## config.mk

```make
export PLATFORM = sky130hd
export DESIGN_NAME = pipe_hazard_ctrl
export DESIGN_NICKNAME = d
export VERILOG_FILES = /design/src/rtl/pipe_hazard_ctrl.sv
export SDC_FILE = /design/constraint.sdc
export NUM_CORES = 1
export LEC_CHECK = 0
export ABC_AREA = 1
export CORE_UTILIZATION = 43
export DETAILED_ROUTE_END_ITERATION = 16
export PLACE_DENSITY = 0.87
export SYNTH_ARGS = -nofsm -noshare
export SYNTH_HDL_FRONTEND = slang
export SYNTH_SLANG_ARGS = --single-unit
```

## constraint.sdc

```tcl
create_clock -name clk -period 2.4 [get_ports clk]
set_input_delay 0.48 -clock clk [delete_from_list [all_inputs] [get_ports clk]]
set_output_delay 0.48 -clock clk [all_outputs]
set_load 0.005 [all_outputs]
```

## src/rtl/pipe_hazard_ctrl.sv

```systemverilog
// Pipeline control for a 5-stage F/D/EX/MEM/WB core: PC, stage valids, load-use stall, branch flush, EX forwarding.
// Optional saturating performance counters are built when HAZ_PERF_CNT_EN is defined.
module pipe_hazard_ctrl #(
  parameter int                  PC_BITS    = 5,
  parameter int                  REG_ADDR_W = 5,
  parameter logic [PC_BITS-1:0]  RESET_PC   = '0,
  parameter int                  CNT_W      = 32
) (
  input  logic                  clk,
  input  logic                  rst,
  input  logic [REG_ADDR_W-1:0] D_ra,
  input  logic [REG_ADDR_W-1:0] D_rb,
  input  logic                  D_use_ra,
  input  logic                  D_use_rb,
  input  logic [REG_ADDR_W-1:0] D_rd,
  input  logic                  D_we,
  input  logic                  D_ld,
  input  logic                  EX_taken,
  input  logic [PC_BITS-1:0]    EX_alt_pc,
  output logic [PC_BITS-1:0]    F_pc,
  output logic [PC_BITS-1:0]    D_pc,
  output logic                  D_valid,
  output logic                  EX_valid,
  output logic                  MEM_valid,
  output logic                  WB_valid,
  output logic                  stall,
  output logic                  flush,
  output logic [1:0]            EX_fwd_a,
  output logic [1:0]            EX_fwd_b,
  output logic [REG_ADDR_W-1:0] WB_rd,
  output logic                  WB_we,
  output logic [CNT_W-1:0]      perf_stall,
  output logic [CNT_W-1:0]      perf_flush,
  output logic [CNT_W-1:0]      perf_retire
);

  typedef struct packed {
    logic                  valid;
    logic [REG_ADDR_W-1:0] rd;
    logic                  we;
    logic                  ld;
  } stage_t;

  logic [PC_BITS-1:0]    f_pc_q, d_pc_q;
  logic                  d_valid_q;
  stage_t                ex_q, mem_q;
  logic [REG_ADDR_W-1:0] ex_ra_q, ex_rb_q;
  logic                  wb_valid_q, wb_we_q;
  logic [REG_ADDR_W-1:0] wb_rd_q;
  logic                  load_use;

  // MEM result wins over WB; loads in MEM have no data yet and never forward.
  function automatic logic [1:0] fwd_sel(input logic [REG_ADDR_W-1:0] src, input stage_t mem,
                                         input logic wb_v, input logic wb_w,
                                         input logic [REG_ADDR_W-1:0] wb_r);
    logic [1:0] sel;
    sel = 2'd0;
    if (src != '0) begin
      if (mem.valid && mem.we && !mem.ld && mem.rd == src) sel = 2'd1;
      else if (wb_v && wb_w && wb_r == src)                sel = 2'd2;
    end
    return sel;
  endfunction

  always_comb begin
    load_use = ex_q.valid && ex_q.ld && ex_q.we && (ex_q.rd != '0) && d_valid_q &&
               ((D_use_ra && D_ra == ex_q.rd) || (D_use_rb && D_rb == ex_q.rd));
    flush    = ex_q.valid && EX_taken;
    stall    = load_use && !flush;
    EX_fwd_a = fwd_sel(ex_ra_q, mem_q, wb_valid_q, wb_we_q, wb_rd_q);
    EX_fwd_b = fwd_sel(ex_rb_q, mem_q, wb_valid_q, wb_we_q, wb_rd_q);
  end

  always_ff @(posedge clk or posedge rst) begin
    if (rst) begin
      f_pc_q     <= RESET_PC;
      d_pc_q     <= RESET_PC;
      d_valid_q  <= 1'b0;
      ex_q       <= '0;
      ex_ra_q    <= '0;
      ex_rb_q    <= '0;
      mem_q      <= '0;
      wb_valid_q <= 1'b0;
      wb_we_q    <= 1'b0;
      wb_rd_q    <= '0;
    end else begin
      mem_q      <= ex_q;
      wb_valid_q <= mem_q.valid;
      wb_we_q    <= mem_q.we;
      wb_rd_q    <= mem_q.rd;
      if (flush) begin
        f_pc_q    <= EX_alt_pc;
        d_valid_q <= 1'b0;
        ex_q      <= '0;
        ex_ra_q   <= '0;
        ex_rb_q   <= '0;
      end else if (stall) begin
        // F and D hold; EX becomes a cleared bubble so it neither writes nor forwards.
        ex_q    <= '0;
        ex_ra_q <= '0;
        ex_rb_q <= '0;
      end else begin
        f_pc_q    <= f_pc_q + PC_BITS'(1);
        d_pc_q    <= f_pc_q;
        d_valid_q <= 1'b1;
        ex_q      <= '{valid: d_valid_q, rd: D_rd, we: D_we, ld: D_ld};
        ex_ra_q   <= D_use_ra ? D_ra : '0;
        ex_rb_q   <= D_use_rb ? D_rb : '0;
      end
    end
  end

  assign F_pc      = f_pc_q;
  assign D_pc      = d_pc_q;
  assign D_valid   = d_valid_q;
  assign EX_valid  = ex_q.valid;
  assign MEM_valid = mem_q.valid;
  assign WB_valid  = wb_valid_q;
  assign WB_rd     = wb_rd_q;
  assign WB_we     = wb_valid_q && wb_we_q;

`ifdef HAZ_PERF_CNT_EN
  logic [CNT_W-1:0] cnt_stall_q, cnt_flush_q, cnt_retire_q;

  always_ff @(posedge clk or posedge rst) begin
    if (rst) begin
      cnt_stall_q  <= '0;
      cnt_flush_q  <= '0;
      cnt_retire_q <= '0;
    end else begin
      if (stall && cnt_stall_q != '1)       cnt_stall_q  <= cnt_stall_q + CNT_W'(1);
      if (flush && cnt_flush_q != '1)       cnt_flush_q  <= cnt_flush_q + CNT_W'(1);
      if (wb_valid_q && cnt_retire_q != '1) cnt_retire_q <= cnt_retire_q + CNT_W'(1);
    end
  end

  assign perf_stall  = cnt_stall_q;
  assign perf_flush  = cnt_flush_q;
  assign perf_retire = cnt_retire_q;
`else
  assign perf_stall  = '0;
  assign perf_flush  = '0;
  assign perf_retire = '0;
`endif

endmodule
```

==> Implementation_results.wiki <==
=== Physical design figures ===
{| class="wikitable"
! Metric !! Value
|-
| Data-path buffer share of cell area in the final layout || 0.182
|-
| Power share of the sequential group || 0.474
|-
| Min Hold Slack || 382 ps
|-
| Family of cells with the greatest summed delay on the critical path || buffers and inverters
|-
| Via count of the first global-routing pass || 1828
|-
| Run status || complete, no violations
|-
| HPWL after detailed placement || 3960 µm
|-
| Worst slack, placed || -189 ps
|-
| Number of unique standard cell types used by synthesis || 30
|-
| Routed length on met1 || 2140 µm
|-
| Final instance area || 3270 µm²
|-
| Final standard cell count with taps included and fillers excluded || 499
|-
| Worst ir drop on vdd || 0.615 mV
|-
| Nets@finish || 449
|-
| Post-CTS Setup Bufs || 0
|-
| Kind of capture point of the worst setup path || output port
|-
| Count of antenna diodes in the layout || 0
|-
| Most common cell after layout, fill and taps aside || conb_1
|-
| Fraction of synthesis flops using an asynchronous set or reset pin || 1.00
|-
| Number of warnings printed during yosys synthesis || 0
|-
| Global-route wire length before repair || 8280 µm
|-
| Area used by multi-input combinational logic || 1250 µm²
|-
| Placed Area || 3150 µm²
|-
| Core utilization before placement || 0.447
|-
| Setup TNS after final layout || 0 ps
|-
| Clock share of power || 0.230
|-
| Total wire length after detailed routing || 5000 µm
|-
| Most frequent CP cell || nor2_1
|-
| Count of library flops with an enable pin || 0
|-
| Leading power group || registers
|-
| Placed cells || 489
|-
| Sequential cell area fraction in the yosys report || 0.386
|-
| Detail-routed via count per cell || 4.14
|-
| Count of TritonRoute iterations in the first routing pass || 4
|-
| Count of unresolved DRC violations after routing || 0
|-
| Maximum clock path buffer count || 2
|}
worst paths after layout:
path,start,endpoint,slack (ps),depth (start not counted)
max,ex_ra_q[0],EX_fwd_a[1],150,6
max reg2reg,ex_q[3],D_pc[3],810,11
max in group asynchronous,rst,mem_q[3],1420,3
min reg2reg,mem_q[1],wb_we_q,380,0
min in group asynchronous,rst,D_pc[0],620,3
min,mem_q[1],wb_we_q,380,0
cell families (layout without fill, tap and decap cells):
logic type,Yosys count,in the layout,share of synthesized area
simple gates,154,154,0.240
compound gates,9,9,0.0197
other cells,1,96,0.00131
fa+ha+maj,1,1,0.00438
xor+xnor,14,14,0.0429
buf+inv,132,104,0.306
flops,44,44,0.386
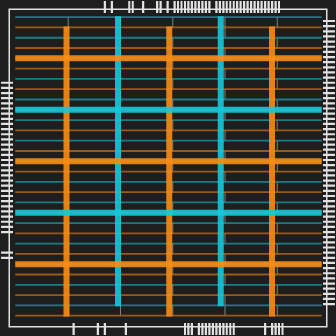
Fig. 1. Floorplan with the power grid.
Pins as bars on the die edge. Tap cells in grey.
[cyan] VDD
[orange] VSS
met5 straps: 5
rows: 29
met1 rails: 30
tap cells: 77
signal pins: 149

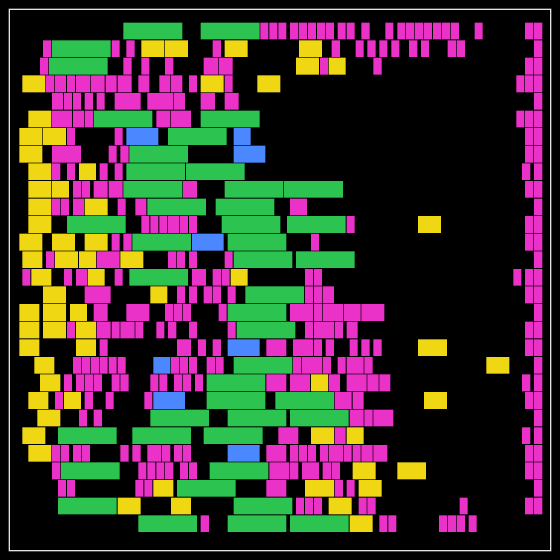
Fig. 2. Placement by cell class.
[yellow] remaining buffers and delay cells | cells: 63 | share of their area: 19%
[blue] clock drivers and dummy loads | cells: 8 | share of their area: 3.1%
[magenta] combinational and other logic | cells: 307 | share of their area: 43%
[green] sequential cells | cells: 44 | share of their area: 35%

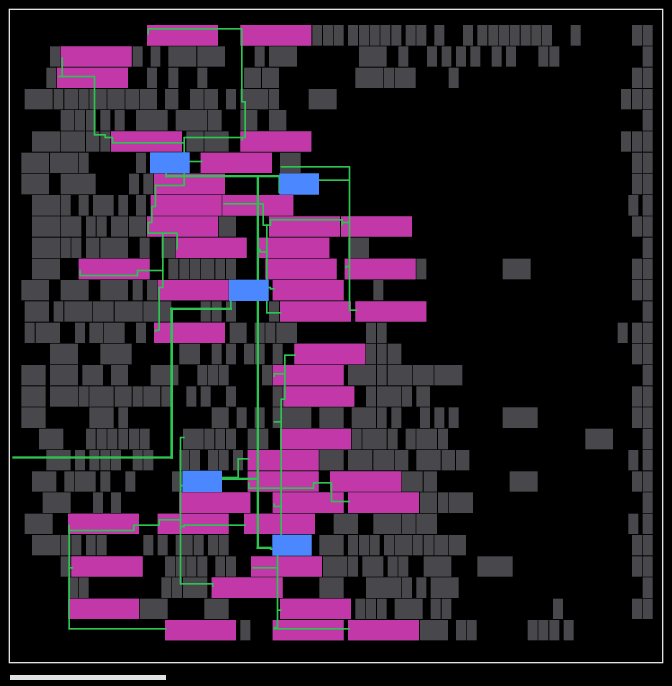
Fig. 3. Clock distribution.
Scale bar: 20 µm.
[blue] clock drivers | count: 5
[magenta] flip-flops | count: 44
[green] clock wires | length: 471 µm
routed clock nets: 6

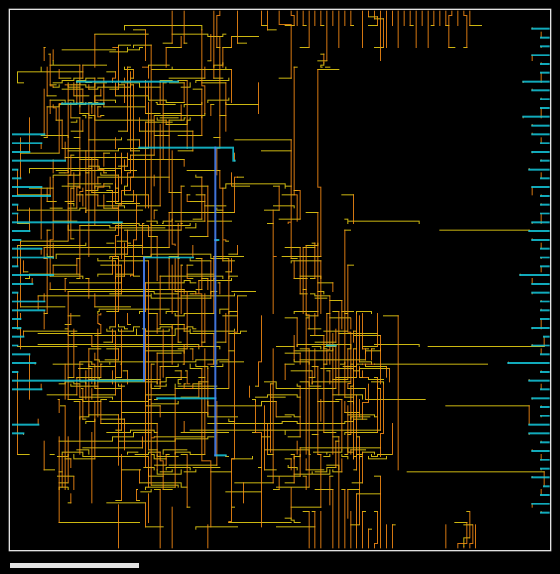
Fig. 4. Routed metal, one colour a layer.
Scale bar: 20 µm.
[orange] metal 2 | wire length: 2500 µm
[cyan] metal 3 | wire length: 294 µm
[yellow] metal 1 | wire length: 2140 µm
[blue] metal 4 | wire length: 66.6 µm

Power and IR drop assume default switching activity.
